===== src/rtl/mem_access_pkg.sv =====
// Pipeline types shared by the memory stage: control word, stage payloads, forwarding record.
// No logic of its own; no latency.
// No flow control of its own; the stages carry the handshakes.
package mem_access_pkg;

   typedef logic [63:0] word_t;
   typedef logic [4:0]  creg_addr_t;

   typedef enum logic [1:0] {
      MSIZE1 = 2'd0,
      MSIZE2 = 2'd1,
      MSIZE4 = 2'd2,
      MSIZE8 = 2'd3
   } msize_t;

   typedef struct packed {
      logic   reg_write;
      logic   mem_read;
      logic   mem_write;
      logic   mem_to_reg;
      msize_t mem_size;
      logic   mem_unsigned;
   } control_t;

   typedef struct packed {
      logic [31:0] instr;
      creg_addr_t  dst;
      word_t       aluout;
      word_t       memdata;
      control_t    ctl;
   } exec_data_t;

   typedef struct packed {
      logic [31:0] instr;
      creg_addr_t  dst;
      word_t       writedata;
      control_t    ctl;
   } mem_data_t;

   typedef struct packed {
      creg_addr_t dst;
      word_t      data;
      logic       valid;
   } fwd_data_t;

   typedef enum logic [1:0] {
      IDLE = 2'd0,
      REQ  = 2'd1,
      WAIT = 2'd2,
      HOLD = 2'd3
   } mem_state_t;

endpackage


===== src/rtl/mem_lane_fmt.sv =====
// Byte-lane formatting: store shift + strobe, load shift + sign/zero extend.
// Purely combinational, zero latency.
// No backpressure; follows its inputs.
module mem_lane_fmt
   import mem_access_pkg::*;
(
   input  logic [2:0] off,
   input  msize_t     size,
   input  logic       is_unsigned,
   input  word_t      st_data,
   input  word_t      ld_raw,
   output word_t      st_lane,
   output logic [7:0] st_strobe,
   output word_t      ld_val
);

   logic [7:0] mask;
   word_t      lane;

   always_comb begin
      mask = 8'h00;
      case (size)
         MSIZE1:  mask = 8'h01;
         MSIZE2:  mask = 8'h03;
         MSIZE4:  mask = 8'h0F;
         default: mask = 8'hFF;
      endcase
      // Shifting an 8-bit mask drops lanes past byte 7, so misaligned strobes truncate.
      st_strobe = mask << off;
      st_lane   = st_data << {off, 3'b000};
      lane      = ld_raw >> {off, 3'b000};
      case (size)
         MSIZE1:  ld_val = is_unsigned ? {56'b0, lane[7:0]}  : {{56{lane[7]}},  lane[7:0]};
         MSIZE2:  ld_val = is_unsigned ? {48'b0, lane[15:0]} : {{48{lane[15]}}, lane[15:0]};
         MSIZE4:  ld_val = is_unsigned ? {32'b0, lane[31:0]} : {{32{lane[31]}}, lane[31:0]};
         default: ld_val = lane;
      endcase
   end

endmodule


===== src/rtl/mem_access.sv =====
// RV64 memory stage: issues loads/stores on a two-phase addr_ok/data_ok bus, formats loads (fwd gated by MEM_FWD_EN).
// Latency: 1 cycle for non-memory ops, 2+ cycles for memory ops (data_ok in M gives out_valid in M+1).
// Backpressure: single-entry; in_ready only when empty or the held result leaves this cycle, never during flush.
module mem_access
   import mem_access_pkg::*;
#(
   parameter int ADDR_W = 64
) (
   input  logic              clk,
   input  logic              reset,
   input  logic              in_valid,
   input  exec_data_t        in_data,
   output logic              in_ready,
   output logic              out_valid,
   output mem_data_t         out_data,
   input  logic              out_ready,
   input  logic              flush,
   output logic              dreq_valid,
   output logic [ADDR_W-1:0] dreq_addr,
   output msize_t            dreq_size,
   output logic [7:0]        dreq_strobe,
   output word_t             dreq_data,
   input  logic              dresp_addr_ok,
   input  logic              dresp_data_ok,
   input  word_t             dresp_data,
   output fwd_data_t         fwd
);

   mem_state_t state_q, state_d;
   exec_data_t ex_q;
   word_t      ld_q;
   word_t      st_lane;
   word_t      ld_val;
   logic [7:0] st_strobe;
   logic       flush_q, flush_d;
   logic       accept, in_is_mem, ld_en;

   assign in_is_mem = in_data.ctl.mem_read | in_data.ctl.mem_write;
   assign in_ready  = ((state_q == IDLE) | ((state_q == HOLD) & out_ready)) & ~flush;
   assign accept    = in_valid & in_ready;

   always_comb begin
      state_d = state_q;
      flush_d = flush_q;
      ld_en   = 1'b0;
      case (state_q)
         IDLE: begin
            if (accept) state_d = in_is_mem ? REQ : HOLD;
         end
         HOLD: begin
            if (flush)          state_d = IDLE;
            else if (out_ready) state_d = accept ? (in_is_mem ? REQ : HOLD) : IDLE;
         end
         REQ, WAIT: begin
            // A bus request is never withdrawn; a flush only decides where completion lands.
            flush_d = flush_q | flush;
            if (dresp_data_ok & ((state_q == WAIT) | dresp_addr_ok)) begin
               ld_en   = 1'b1;
               flush_d = 1'b0;
               state_d = (flush_q | flush) ? IDLE : HOLD;
            end else if ((state_q == REQ) & dresp_addr_ok) begin
               state_d = WAIT;
            end
         end
         default: state_d = IDLE;
      endcase
   end

   always_ff @(posedge clk or posedge reset) begin
      if (reset) begin
         state_q <= IDLE;
         flush_q <= 1'b0;
         ex_q    <= '0;
         ld_q    <= '0;
      end else begin
         state_q <= state_d;
         flush_q <= flush_d;
         if (accept) ex_q <= in_data;
         if (ld_en)  ld_q <= ld_val;
      end
   end

   mem_lane_fmt u_lane_fmt (
      .off         (ex_q.aluout[2:0]),
      .size        (ex_q.ctl.mem_size),
      .is_unsigned (ex_q.ctl.mem_unsigned),
      .st_data     (ex_q.memdata),
      .ld_raw      (dresp_data),
      .st_lane     (st_lane),
      .st_strobe   (st_strobe),
      .ld_val      (ld_val)
   );

   assign dreq_valid  = (state_q == REQ);
   assign dreq_addr   = ex_q.aluout[ADDR_W-1:0];
   assign dreq_size   = ex_q.ctl.mem_size;
   assign dreq_strobe = ex_q.ctl.mem_write ? st_strobe : 8'h00;
   assign dreq_data   = st_lane;

   assign out_valid          = (state_q == HOLD);
   assign out_data.instr     = ex_q.instr;
   assign out_data.dst       = ex_q.dst;
   assign out_data.ctl       = ex_q.ctl;
   assign out_data.writedata = ex_q.ctl.mem_to_reg ? ld_q : ex_q.aluout;

`ifdef MEM_FWD_EN
   assign fwd.valid = (state_q == HOLD) & ex_q.ctl.reg_write & (ex_q.dst != 5'd0);
   assign fwd.dst   = ex_q.dst;
   assign fwd.data  = out_data.writedata;
`else
   // Without forwarding the hazard unit must stall on any dependence on this stage.
   assign fwd = '0;
`endif

endmodule


===== config.mk =====
export PLATFORM = sky130hd
export DESIGN_NAME = mem_access
export DESIGN_NICKNAME = d
export VERILOG_FILES = /design/src/rtl/mem_access_pkg.sv /design/src/rtl/mem_lane_fmt.sv /design/src/rtl/mem_access.sv
export SDC_FILE = /design/constraint.sdc
export NUM_CORES = 1
export LEC_CHECK = 0
export ABC_AREA = 1
export CAP_MARGIN = 20
export CORE_AREA = 2 2 218 220
export CTS_BUF_LIST = sky130_fd_sc_hd__clkbuf_8 sky130_fd_sc_hd__clkbuf_16
export CTS_CLUSTER_DIAMETER = 60
export DETAILED_ROUTE_END_ITERATION = 16
export DIE_AREA = 0 0 220 222
export PLACE_DENSITY = 0.63
export SYNTH_ARGS = -nofsm -noshare
export SYNTH_HDL_FRONTEND = slang
export SYNTH_SLANG_ARGS = --single-unit

===== constraint.sdc =====
create_clock -name clk -period 20.8 [get_ports clk]
set_clock_uncertainty 0.2 [all_clocks]
set_input_delay 4.16 -clock clk [delete_from_list [all_inputs] [get_ports clk]]
set_output_delay 4.16 -clock clk [all_outputs]
set_load 0.005 [all_outputs]

==> changes_impl.md, run 1 <==
## Implementation

* 1st-pass router iterations at 5
* Chip area line of the yosys report at 15200 um2
* Num tapcells at 607
* Non-clk invs at 180
* TNS Setup at 0 ns
* Die Y at 222 um
* Sequential Area at 5990 um2
* Core utilization at floorplan at 32.9%
* Die ar. at 48800 um2
* Slew margin rel. at 30.0%
* Reg2reg start: state_q[0]
* Clock buf count at 44
* Synth Seq Share at 39.3%
* WHS Path Cells at 2
* # clock sinks at 239
* WP data arrival at 5.52 ns
* Hold worst-path end: ld_q[9]
* Initial antenna violation count at 10
* DP Worst Slack at 10.93 ns
* Clock input transition at the sequential cells of the worst setup and hold paths at 0.05 ns
* Register-to-Register Path Depth at 8
* Hold path start: ld_q[9]
* Slowest CP cell: clkdlybuf4s50_1
* Tool Warnings at 36
* CP required at 16.44 ns
* Reg2reg end: ex_q[8]
* CP endpoint: in_ready
* Power per cell area at 165 nW/um2
* Status: completed
* Slew Limit Fails at 0
* Row Count at 79
* Slew @ Worst Pin at 1.05 ns
* Die width at 220 um
* Hold Path Class: flop to flop
* #MultiIn Comb at 1375
* Final WL at 57800 um
* Gpl congestion at 0.892
* CP endpoint kind: output pin
==> run 1: routing by layer <==
| metal | track usage [%] | up-vias | wire length [um] |
|---|---|---|---|
| met4 | 8.27 | 8 | 1970 |
| met1 | 27.2 | 6780 | 22700 |
| met5 | 0 | - | 57 |
| li1 | - | 6859 | - |
| met2 | 39.0 | 581 | 27700 |
| met3 | 7.86 | 99 | 5340 |
==> run 1: layout by cell type, fill, tap and decap left out, drive strengths merged, types with 22 or more instances in the layout <==
cell type / n
clkdlybuf4s50: 491
nand2: 452
dfrtp: 239
nor2: 236
o21ai: 213
inv: 188
a21oi: 117
nand3: 91
mux2: 81
conb: 70
clkbuf: 44
or2: 40
o211ai: 22
==> run 1: power by group <==
group	leakage, nW	internal, mW	total [mW]	switching [mW]
sequential	2.72	0.697	0.880	0.182
combinational	6.17	0.909	1.89	0.984
clock	0.608	0.376	0.614	0.238
==> run 1: logic make-up after synthesis <==
logic type | Yosys count | synth area share, %
AND-OR/OR-AND | 378 | 13.2
adder cells (fa/ha/maj) | 5 | 0.411
buffers and inverters | 489 | 17.6
flip-flops | 239 | 39.3
multiplexers | 101 | 7.30
other | 1 | 0.0246
AND/OR/NAND/NOR | 821 | 22.2
==> run 1: critical path: cells and delay by family <==
family | cells | cell delay, ns
and+or+nand+nor | 2 | 0.26
buffers and inverters | 3 | 1.09
==> run 1: through the flow <==
step	hold WS [ns]	instances	power, mW
6_report	0.282	2974	3.39
2_1_floorplan	0.249	2103	1.98
3_5_place_dp	0.270	2905	2.78
4_1_cts	0.286	2969	3.42
3_3_place_gp	0.271	2905	2.77
5_1_grt	0.309	2971	3.65
==> run 1: flip-flops by register name, summed over array words and instances (netlist names) <==
signal     cells
out_data      42
dreq_size      2
state_q        2
flush_q        1
ex_q          64
ld_q          64
dreq_addr     64
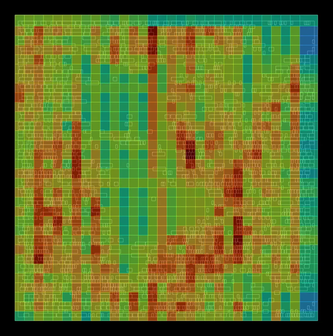
**Above:** run 1 (congestion heat map).
M3 GR Usage: 7.86%
Layout Utilization: 44.3%
GRT Util Overall: 23.1%
met2 Track Usage GR: 39.0%

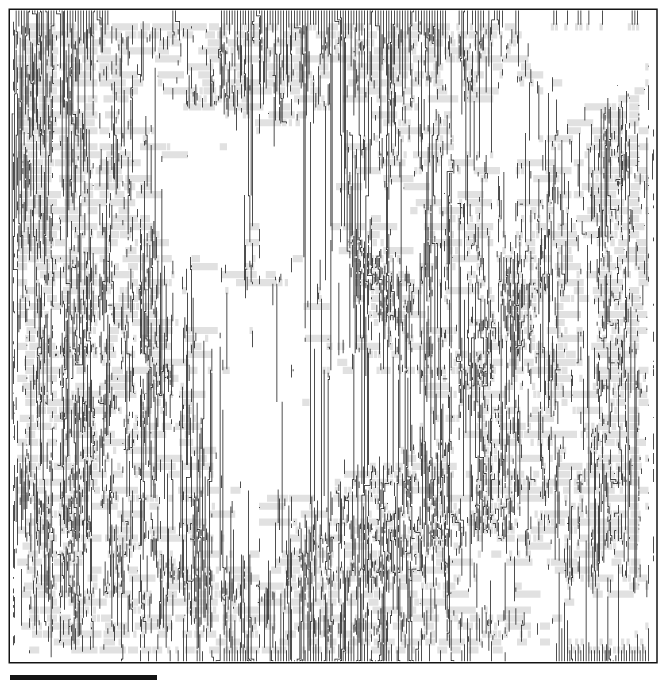
**Above:** run 1 (metal 2).
Scale bar: 50 um. Cells faint in the background.
share of all routed wire: 48%
longest straight run: 130 um
wire length on this layer: 27.7 mm
main direction: vertical
nets with wire on the layer: 2171

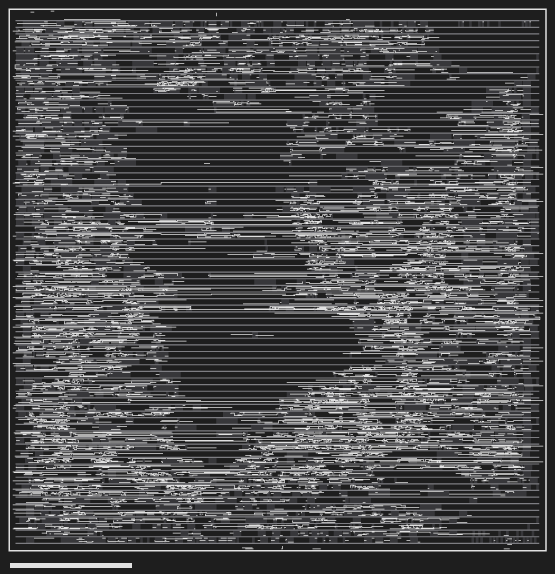
**Above:** run 1 (M1 wires).
Scale bar: 50 um. Supply wires on this layer in gray. Cells faint in the background.
wire length on this layer: 22.7 mm
main direction: horizontal
share of all routed wire: 39%
longest straight run: 68.3 um
nets with wire on the layer: 2260

==> inputs of run 2 (changes only) <==
--- a/config.mk
+++ b/config.mk
@@ -12,7 +12,7 @@
 export CTS_CLUSTER_DIAMETER = 60
 export DETAILED_ROUTE_END_ITERATION = 16
 export DIE_AREA = 0 0 220 222
-export PLACE_DENSITY = 0.63
+export PLACE_DENSITY = 0.66
 export SYNTH_ARGS = -nofsm -noshare
 export SYNTH_HDL_FRONTEND = slang
 export SYNTH_SLANG_ARGS = --single-unit
==> constraint.sdc (replaced) <==
create_clock -name clk -period 8.65 [get_ports clk]
set_clock_uncertainty 0.2 [all_clocks]
set_input_delay 1.73 -clock clk [delete_from_list [all_inputs] [get_ports clk]]
set_output_delay 1.73 -clock clk [all_outputs]
set_load 0.005 [all_outputs]
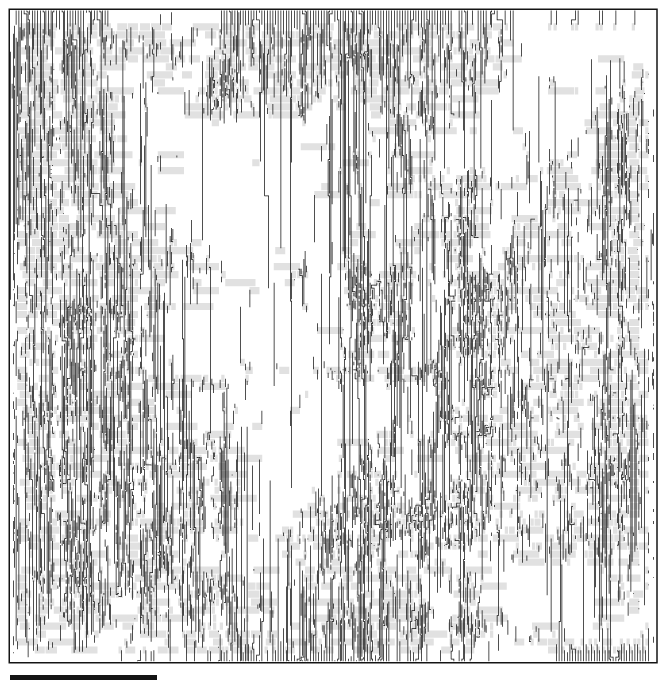
**Above:** run 2 (metal 2).
Scale bar: 50 um. Cells faint in the background.
wire length on this layer: 28.8 mm
nets with wire on the layer: 2176
main direction: vertical
longest straight run: 109 um

==> run 2 against run 1 <==
Core utilization shrank 0.070 points. Global-route usage increased by 0.52 points. Non-clock buffer count fell by 5. Critical path depth is 2 higher. Combinational power is 140% higher. Worst hold slack worse by 0.00078 ns. Flip-flop count stayed put. Sequential share of layout area increased by 0.059 points.
==> changes_impl.md, run 2 <==
## Implementation

* Internal power at 4.75 mW
* CP Buf/Inv Count at 3
* WP data arrival at 4.71 ns
* 1st-pass router iterations at 6
* Slew Limit Fails at 0
* Die Y at 222 um
* Status: completed
* Die width at 220 um
* Comb pwr share at 55.0%
* Clk power at 1.46 mW
* Synth Seq Share at 39.3%
* Core utilization at floorplan at 32.9%
* Power Total at 8.16 mW
* Switching share of power at 41.8%
* GRT Util Overall at 23.7%
* Clock input transition at the sequential cells of the worst setup and hold paths at 0.06 ns
* Power per cell area at 399 nW/um2
* Sw Pwr at 3.41 mW
* Dominant logic cell type in the layout: clkdlybuf4s50_1
* Slowest CP cell: dfrtp_4
* Gpl congestion at 0.879
* Seq pwr share at 27.1%
* Hold Path Class: flop to flop
* Delay-heaviest family, CP: buffers and inverters
* Register-to-Register Path Depth at 8
* Tool Warnings at 39
* TNS Setup at 0 ns
* Seq pwr at 2.21 mW
* Slew margin rel. at 31.9%
* Slew @ Worst Pin at 1.02 ns
* Die ar. at 48800 um2
* Top pwr grp: combinational cells
* Sequential Area at 6000 um2
* CP required at 6.72 ns
* DP Worst Slack at 2.59 ns
* Critical path depth in cells at 7
* Clock Power Share at 17.9%
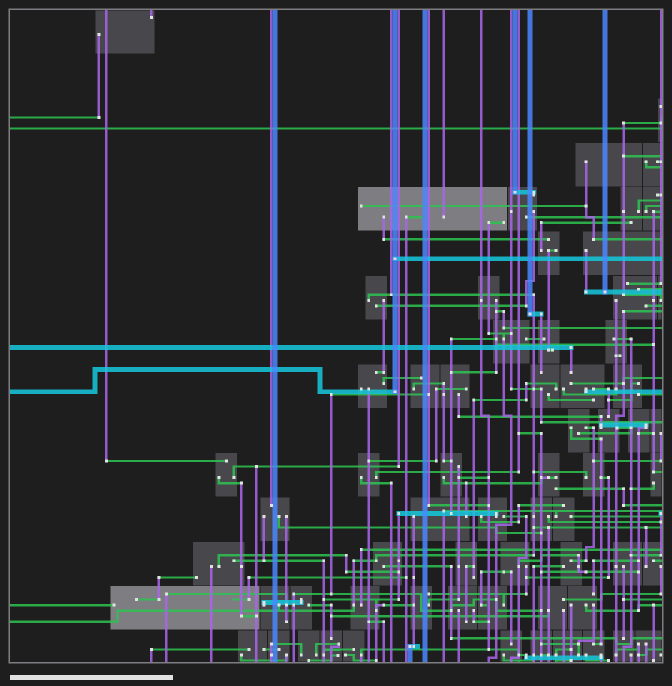
**Above:** run 2 (a small window of the routed layout).
Scale bar: 10 um. Region (90, 47) to (130, 87) um. Cells in gray, sequential cells in the stronger gray; small squares are vias.
| layer | color |
|---|---|
| met3 | cyan |
| met1 | green |
| met2 | purple |
| met4 | blue |
sequential cells in the window: 2
netlist names of flops here include: ld_q (2)
cells with their middle in the window: 59
most frequent: nand2_1 (24), nand3_1 (12), o21ai_0 (8)

## run 2: layout make-up
cell class | instances | share of cell area (%)
clock buffers | 45 | 5.12
diodes | 5 | 0.0611
flip-flops and latches | 239 | 29.3
inverters | 180 | 3.36
repair buffers | 499 | 24.4
well taps | 607 | 3.71
multi-input cells | 1375 | 33.4
clock inverters | 16 | 0.685
## run 2: cells by family (layout without fill, tap and decap cells)
family | count (synthesis) | after routing | share of synthesized area, %
flops | 239 | 239 | 39.3
buf+inv | 489 | 740 | 17.6
mux | 101 | 101 | 7.30
fa+ha+maj | 5 | 5 | 0.411
other cells | 1 | 75 | 0.0246
compound gates | 378 | 378 | 13.2
simple gates | 821 | 821 | 22.2
## run 2: per-layer routing
metal	vias up	track usage, %	share of wire, %
li1	6831	-	-
met1	6781	28.2	40
met2	656	41.0	49
met3	93	6.82	8.6
met4	8	7.01	2.8
met5	-	0	0.081
## run 2: worst paths after layout
kind                                 end          from  slack, ns
max                        dreq_data[55]  dreq_addr[1]       2.01
min                             ld_q[10]      ld_q[10]       0.28
max reg2reg                     ld_q[61]  dreq_addr[1]       4.39
min reg2reg                     ld_q[10]      ld_q[10]       0.28
max in group asynchronous   dreq_addr[1]         reset       5.13
min in group asynchronous  dreq_addr[55]         reset       1.60
## run 2: per-stage QoR
stage / hold slack, ns / utilization, % / std cells / area (um2)
2_1_floorplan: 0.249 / - / 2103 / 15500
5_1_grt: 0.314 / 44.2 / 2963 / 20500
3_3_place_gp: 0.270 / 41.6 / 2900 / 19300
3_5_place_dp: 0.270 / 41.6 / 2900 / 19300
4_1_cts: 0.285 / 44.2 / 2961 / 20500
6_report: 0.282 / 44.2 / 2966 / 20500
Power figures rest on the tool's default switching activity, not on a simulated workload.
